File: config.mk
export PLATFORM = sky130hd
export DESIGN_NAME = uart_rx_fifo
export DESIGN_NICKNAME = d
export VERILOG_FILES = /design/src/rtl/uart_rx_fifo.sv
export SDC_FILE = /design/constraint.sdc
export NUM_CORES = 1
export LEC_CHECK = 0
export CAP_MARGIN = 0
export CORE_MARGIN = 2
export CORE_UTILIZATION = 30
export DETAILED_ROUTE_END_ITERATION = 16
export HOLD_SLACK_MARGIN = 0.15
export PLACE_DENSITY = 0.47
export SLEW_MARGIN = 20
export SYNTH_ARGS = -nofsm -noshare
export SYNTH_HDL_FRONTEND = slang
export SYNTH_SLANG_ARGS = --single-unit
File: constraint.sdc
create_clock -name clk -period 2.5 [get_ports clk]
set_input_delay 0.5 -clock clk [delete_from_list [all_inputs] [get_ports clk]]
set_output_delay 0.5 -clock clk [all_outputs]
set_load 0.005 [all_outputs]
File: src/rtl/uart_rx_fifo.sv
// uart_rx_fifo: UART receive path with oversampled start detection, 5-8 data bits,
// optional even/odd parity, stop-bit check and break detection. Received characters,
// each tagged with parity/framing error bits, go into a first-word-fall-through FIFO.
// The FIFO raises a trigger-level interrupt and an idle-line timeout interrupt.
//
// Ports:
//   clk, rst            system clock; asynchronous active-low reset
//   cfg_div             clk cycles per baud tick (0 and 1 both mean every cycle)
//   cfg_wlen            data bits 00=5 .. 11=8; cfg_par_en / cfg_par_even select parity
//   rx_i                asynchronous serial input, idle high
//   rd_valid/rd_ready   FIFO pop handshake; rd_data/rd_pe/rd_fe give the head entry
//   fifo_flush          synchronous FIFO clear
//   trig_level          level-irq threshold (0 disables); fifo_count gives occupancy
//   overrun_o/ovr_clr   sticky overrun flag and its clear
//   break_o             one-cycle pulse on break detection
//   irq_o               registered level-or-timeout interrupt
module uart_rx_fifo #(
  parameter int FIFO_DEPTH   = 16,
  parameter int OVERSAMPLE   = 16,
  parameter int DIV_WIDTH    = 16,
  parameter int TIMEOUT_BITS = 40,
  localparam int AW          = $clog2(FIFO_DEPTH)
) (
  input  logic                 clk,
  input  logic                 rst,
  input  logic [DIV_WIDTH-1:0] cfg_div,
  input  logic [1:0]           cfg_wlen,
  input  logic                 cfg_par_en,
  input  logic                 cfg_par_even,
  input  logic                 rx_i,
  output logic                 rd_valid,
  output logic [7:0]           rd_data,
  output logic                 rd_pe,
  output logic                 rd_fe,
  input  logic                 rd_ready,
  input  logic                 fifo_flush,
  input  logic [AW:0]          trig_level,
  output logic [AW:0]          fifo_count,
  output logic                 overrun_o,
  input  logic                 ovr_clr,
  output logic                 break_o,
  output logic                 irq_o
);

  localparam int SW       = $clog2(OVERSAMPLE);
  localparam int TO_LIMIT = TIMEOUT_BITS * OVERSAMPLE;
  localparam int TW       = $clog2(TO_LIMIT + 1);
  localparam logic [SW-1:0] SMP_MID = SW'(OVERSAMPLE / 2 - 1);
  localparam logic [SW-1:0] SMP_END = SW'(OVERSAMPLE - 1);

  typedef enum logic [2:0] {
    S_IDLE, S_START, S_DATA, S_PARITY, S_STOP, S_BRK_WAIT
  } state_t;

  function automatic logic calc_pe(input logic [7:0] d, input logic p,
                                   input logic en, input logic even);
    calc_pe = en && ((^{d, p}) != !even);
  endfunction

  // Stage p0: rx synchroniser and baud tick
  logic [1:0]           rx_sync;
  logic                 rx_bit;
  logic [DIV_WIDTH-1:0] div_cnt;
  logic [DIV_WIDTH-1:0] div_last;
  logic                 tick;

  assign rx_bit   = rx_sync[1];
  assign div_last = (cfg_div > DIV_WIDTH'(1)) ? cfg_div - DIV_WIDTH'(1) : '0;
  // >= rather than == so a live shrink of cfg_div still wraps at once
  assign tick     = (div_cnt >= div_last);

  always_ff @(posedge clk or negedge rst) begin
    if (!rst) begin
      rx_sync <= 2'b11;
      div_cnt <= '0;
    end else begin
      rx_sync <= {rx_sync[0], rx_i};
      div_cnt <= tick ? '0 : div_cnt + DIV_WIDTH'(1);
    end
  end

  // Stage p0 -> p1: frame FSM, push request registered for the FIFO
  state_t      state, state_n;
  logic [SW-1:0] s_cnt, s_n;
  logic [2:0]  bit_idx, bit_n, last_bit;
  logic [1:0]  wlen_l, wlen_n;
  logic        pen_l, pen_n, pev_l, pev_n;
  logic [7:0]  data_sr, data_n;
  logic        par_bit, par_n;
  logic        push_vld_p1, push_n;
  logic [9:0]  push_word_p1, word_n;
  logic        brk_n;

  assign last_bit = {1'b0, wlen_l} + 3'd4;

  always_comb begin
    state_n = state;
    s_n     = s_cnt;
    bit_n   = bit_idx;
    wlen_n  = wlen_l;
    pen_n   = pen_l;
    pev_n   = pev_l;
    data_n  = data_sr;
    par_n   = par_bit;
    push_n  = 1'b0;
    word_n  = push_word_p1;
    brk_n   = 1'b0;
    if (tick) begin
      case (state)
        S_IDLE: if (!rx_bit) begin
          state_n = S_START;
          s_n     = '0;
          bit_n   = '0;
          data_n  = '0;
          par_n   = 1'b0;
          wlen_n  = cfg_wlen;
          pen_n   = cfg_par_en;
          pev_n   = cfg_par_even;
        end
        S_START: if (s_cnt == SMP_MID) begin
          s_n     = '0;
          state_n = rx_bit ? S_IDLE : S_DATA;
        end else s_n = s_cnt + SW'(1);
        S_DATA: if (s_cnt == SMP_END) begin
          s_n             = '0;
          data_n[bit_idx] = rx_bit;
          if (bit_idx == last_bit) state_n = pen_l ? S_PARITY : S_STOP;
          else                     bit_n   = bit_idx + 3'd1;
        end else s_n = s_cnt + SW'(1);
        S_PARITY: if (s_cnt == SMP_END) begin
          s_n     = '0;
          par_n   = rx_bit;
          state_n = S_STOP;
        end else s_n = s_cnt + SW'(1);
        S_STOP: if (s_cnt == SMP_END) begin
          s_n    = '0;
          push_n = 1'b1;
          word_n = {!rx_bit, calc_pe(data_sr, par_bit, pen_l, pev_l), data_sr};
          if ((data_sr == 8'd0) && !(pen_l && par_bit) && !rx_bit) begin
            brk_n   = 1'b1;
            state_n = S_BRK_WAIT;
          end else state_n = S_IDLE;
        end else s_n = s_cnt + SW'(1);
        S_BRK_WAIT: if (rx_bit) state_n = S_IDLE;
        default: state_n = S_IDLE;
      endcase
    end
  end

  always_ff @(posedge clk or negedge rst) begin
    if (!rst) begin
      state       <= S_IDLE;
      s_cnt       <= '0;
      bit_idx     <= '0;
      wlen_l      <= '0;
      pen_l       <= 1'b0;
      pev_l       <= 1'b0;
      push_vld_p1 <= 1'b0;
      break_o     <= 1'b0;
    end else begin
      state       <= state_n;
      s_cnt       <= s_n;
      bit_idx     <= bit_n;
      wlen_l      <= wlen_n;
      pen_l       <= pen_n;
      pev_l       <= pev_n;
      push_vld_p1 <= push_n;
      break_o     <= brk_n;
    end
  end

  always_ff @(posedge clk) begin
    data_sr      <= data_n;
    par_bit      <= par_n;
    push_word_p1 <= word_n;
  end

  // Stage p1 -> p2: FIFO storage, overrun, timeout and interrupt
  logic [9:0]    mem [FIFO_DEPTH];
  logic [9:0]    head;
  logic [AW-1:0] wptr, rptr;
  logic          full, do_push, do_pop, ovr_set, to_evt;
  logic [TW-1:0] to_cnt;
  logic          timeout_flag;

  assign rd_valid = (fifo_count != '0);
  assign full     = (fifo_count == (AW+1)'(FIFO_DEPTH));
  assign do_pop   = rd_valid && rd_ready && !fifo_flush;
  // a pop in the same cycle frees the slot, so a full FIFO still accepts the push
  assign do_push  = push_vld_p1 && !fifo_flush && (!full || do_pop);
  assign ovr_set  = push_vld_p1 && !fifo_flush && full && !do_pop;
  assign to_evt   = do_push || do_pop || fifo_flush;
  assign head     = mem[rptr];
  assign rd_data  = rd_valid ? head[7:0] : 8'd0;
  assign rd_pe    = rd_valid && head[8];
  assign rd_fe    = rd_valid && head[9];

  always_ff @(posedge clk) begin
    if (do_push) mem[wptr] <= push_word_p1;
  end

  always_ff @(posedge clk or negedge rst) begin
    if (!rst) begin
      wptr         <= '0;
      rptr         <= '0;
      fifo_count   <= '0;
      overrun_o    <= 1'b0;
      to_cnt       <= '0;
      timeout_flag <= 1'b0;
      irq_o        <= 1'b0;
    end else begin
      if (fifo_flush) begin
        wptr       <= '0;
        rptr       <= '0;
        fifo_count <= '0;
      end else begin
        if (do_push) wptr <= wptr + AW'(1);
        if (do_pop)  rptr <= rptr + AW'(1);
        if (do_push && !do_pop)      fifo_count <= fifo_count + (AW+1)'(1);
        else if (do_pop && !do_push) fifo_count <= fifo_count - (AW+1)'(1);
      end
      if (ovr_set)      overrun_o <= 1'b1;
      else if (ovr_clr) overrun_o <= 1'b0;
      if (to_evt || (state != S_IDLE))          to_cnt <= '0;
      else if (tick && (to_cnt < TW'(TO_LIMIT))) to_cnt <= to_cnt + TW'(1);
      if (to_evt)                                        timeout_flag <= 1'b0;
      else if (rd_valid && (to_cnt >= TW'(TO_LIMIT)))    timeout_flag <= 1'b1;
      irq_o <= ((trig_level != '0) && (fifo_count >= trig_level)) || timeout_flag;
    end
  end

endmodule
metal_stack.png
Drawn at 2 px/µm. Only two layers are drawn.
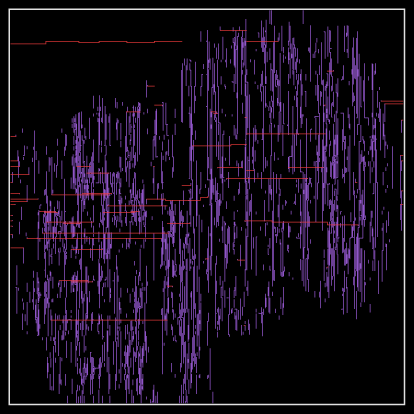
layer	color	wire length
met2	purple	12,800 µm
met3	red	866 µm

zoom.png
Window x 83 to 113, y 83 to 113 µm. Cells in gray, sequential cells in the stronger gray; small squares are vias.
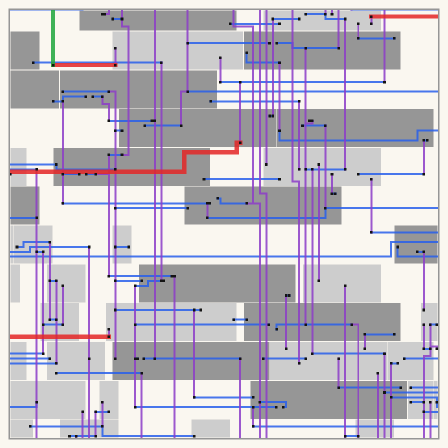
layer	color
met3	red
met1	blue
met4	green
met2	purple
most frequent	edfxtp_1 (11), mux4_2 (3), buf_4 (3)
sequential cells in the window	11
netlist names of flops here include	mem (11)
cells with their middle in the window	27

==> results.py <==
# Auto-generated metrics
metrics = {
    "outcome": {
        "outcome": "complete, but fails checks",
        "failed_checks": "negative setup slack",
    },
    "logic_synthesis": {
        "area_leaders": "edfxtp_1 48%, dfrtp_1 13%, mux2i_1 4.3%, ha_1 4.0%, mux4_2 4.0%",
        "netlist_top_cells_count": "179 x edfxtp_1, 62 x nand2_1, 59 x nor2_1",
        "synth_cell_types": 61,
        "mux_area_share_pct": 9.35,
        "yosysTopAreaCellShare_pct": 48.2,
        "syn_inst": 840,
        "synth_seq_share_pct": 61.7,
        "compound_area_share_pct": 7.05,
        "ys.flops": 239,
        "yosysCellCount": 840,
        "syn_area_per_cell_um2": 13.3,
        "async_flop_share_pct": 25.1,
    },
    "final_timing": {
        "grt_setup_unrepaired": "yes",
        "finalSetupViolCount": 73,
        "fin_worst_skew_ns": 0.0265,
        "hold_viol": 0,
        "setup_ws_ns": -0.700,
        "tns_ns": -39.94,
    },
    "floorplanning": {
        "dieHeight_um": 197,
        "die_area_um2": 38800,
        "core-area_um2": 36600,
        "rows": 70,
    },
    "clock_tree": {
        "clk_pin_slew_ns": 0.06,
        "clkLatencyLatePin_ns": 0.56,
        "cts_tree": "yes",
        "cts.sinks": 239,
        "cts_root_buffer": "clkbuf_16",
        "htreeDepth": 1,
    },
    "layout": {
        "fin_area_um2": 15300,
        "syn2layout_area_growth_pct": 36.8,
    },
    "worst_hold_path": {
        "hold_start": "rx_sync[0]$_DFF_PN1_",
    },
    "critical_path": {
        "end_kind": "flop",
        "cp-start-kind": "input pin",
        "timing.rr.end": "fifo_count[4]$_DFFE_PN0P_",
    },
    "global_routing": {
        "grt_max_degree": 26,
        "grt_pass1_wl_um": 42000,
    },
    "place": {
        "dp_hpwl_um": 17600,
        "port-buffer-count": 49,
        "gp_congestion": 0.769,
        "dpl_cell_area_um2": 13200,
    },
    "detailed_routing": {
        "wl_per_cell_um": 17.5,
    },
}
==> registers in the layout, summed over array words and instances (netlist names), 2 cells and up <==
name and count:
bit_idx 3, data_sr 8, div_cnt 16, fifo_count 5, mem 160, push_word_p1 10
rptr 4, rx_sync 2, s_cnt 4, state 3, to_cnt 10, wlen_l 2
wptr 4
==> cell usage in the layout, fill, tap and decap left out, drive strengths merged, types with 26 or more instances in the layout <==
cell type      synthesis  final
nor2                  59     59
nand2                 62     62
a21oi                 26     26
buf                   12    154
ha                    36     36
edfxtp               179    179
mux2i                 48     48
clkbuf                25     31
o21ai                 29     29
dfrtp                 58     58
clkdlybuf4s50          0     30
==> layout make-up <==
type / instances / area, µm² / area share [%]
Clock buffer: 30 / 708 / 4.64
Multi-Input combinational cell: 539 / 4770 / 31.3
Tap cell: 468 / 586 / 3.84
Sequential cell: 239 / 6880 / 45.1
Inverter: 25 / 93.8 / 0.615
Timing Repair Buffer: 190 / 2010 / 13.2
Clock inverter: 22 / 208 / 1.36
==> power breakdown <==
part	switching [µW]	internal [µW]
registers	269	4450
clock network	1640	2360
logic	1860	2020
total	3770	8840
==> cell families (layout without fill, tap and decap cells) <==
kind of cell    count (synthesis)  in the layout
compound gates                120            120
simple gates                  260            260
flops                         239            239
fa+ha+maj                      37             37
buf+inv                        62            267
xor+xnor                       44             44
mux                            78             78
==> routing by layer <==
layer	up-vias	wire [µm]
met2	94	12800
met4	0	392
met1	3686	12300
met3	25	866
li1	3541	-
met5	-	0
==> how the worst max path moves through the flow <==
stage / startpoint / end / slack (ns) / depth (start not counted)
floorplan: cfg_div[11] / par_bit$_SDFFCE_PN0P_ / -1.13 / 14
global placement: cfg_div[11] / state[0]$_DFFE_PN0P_ / -1.65 / 14
detailed placement: cfg_div[11] / state[2]$_DFFE_PN0P_ / -1.69 / 14
CTS: cfg_div[8] / state[2]$_DFFE_PN0P_ / -0.76 / 14
global route: cfg_div[8] / to_cnt[3]$_DFFE_PN0P_ / -0.80 / 16
finish: cfg_div[8] / to_cnt[5]$_DFFE_PN0P_ / -0.70 / 16
==> repair_timing <==
| item | CTS | global route |
|---|---|---|
| gates resized | 189 | 63 |
| hold buffers | 1 | 0 |
| cloned | 2 | 1 |
| buffers inserted | 33 | 8 |
| endpoints found under the hold margin | 21 | 0 |
| pin swaps | 67 | 48 |
| setup endpoints to repair | 74 | 77 |
==> metrics by stage <==
step	hold slack, ns	setup slack [ns]	utilization [%]
2_1_floorplan	0.204	-1.13	-
3_3_place_gp	0.346	-1.65	36.1
5_1_grt	0.350	-0.799	41.7
6_report	0.356	-0.700	41.7
4_1_cts	0.345	-0.764	40.8
3_5_place_dp	0.348	-1.69	36.1
Power figures rest on the tool's default switching activity, not on a simulated workload.
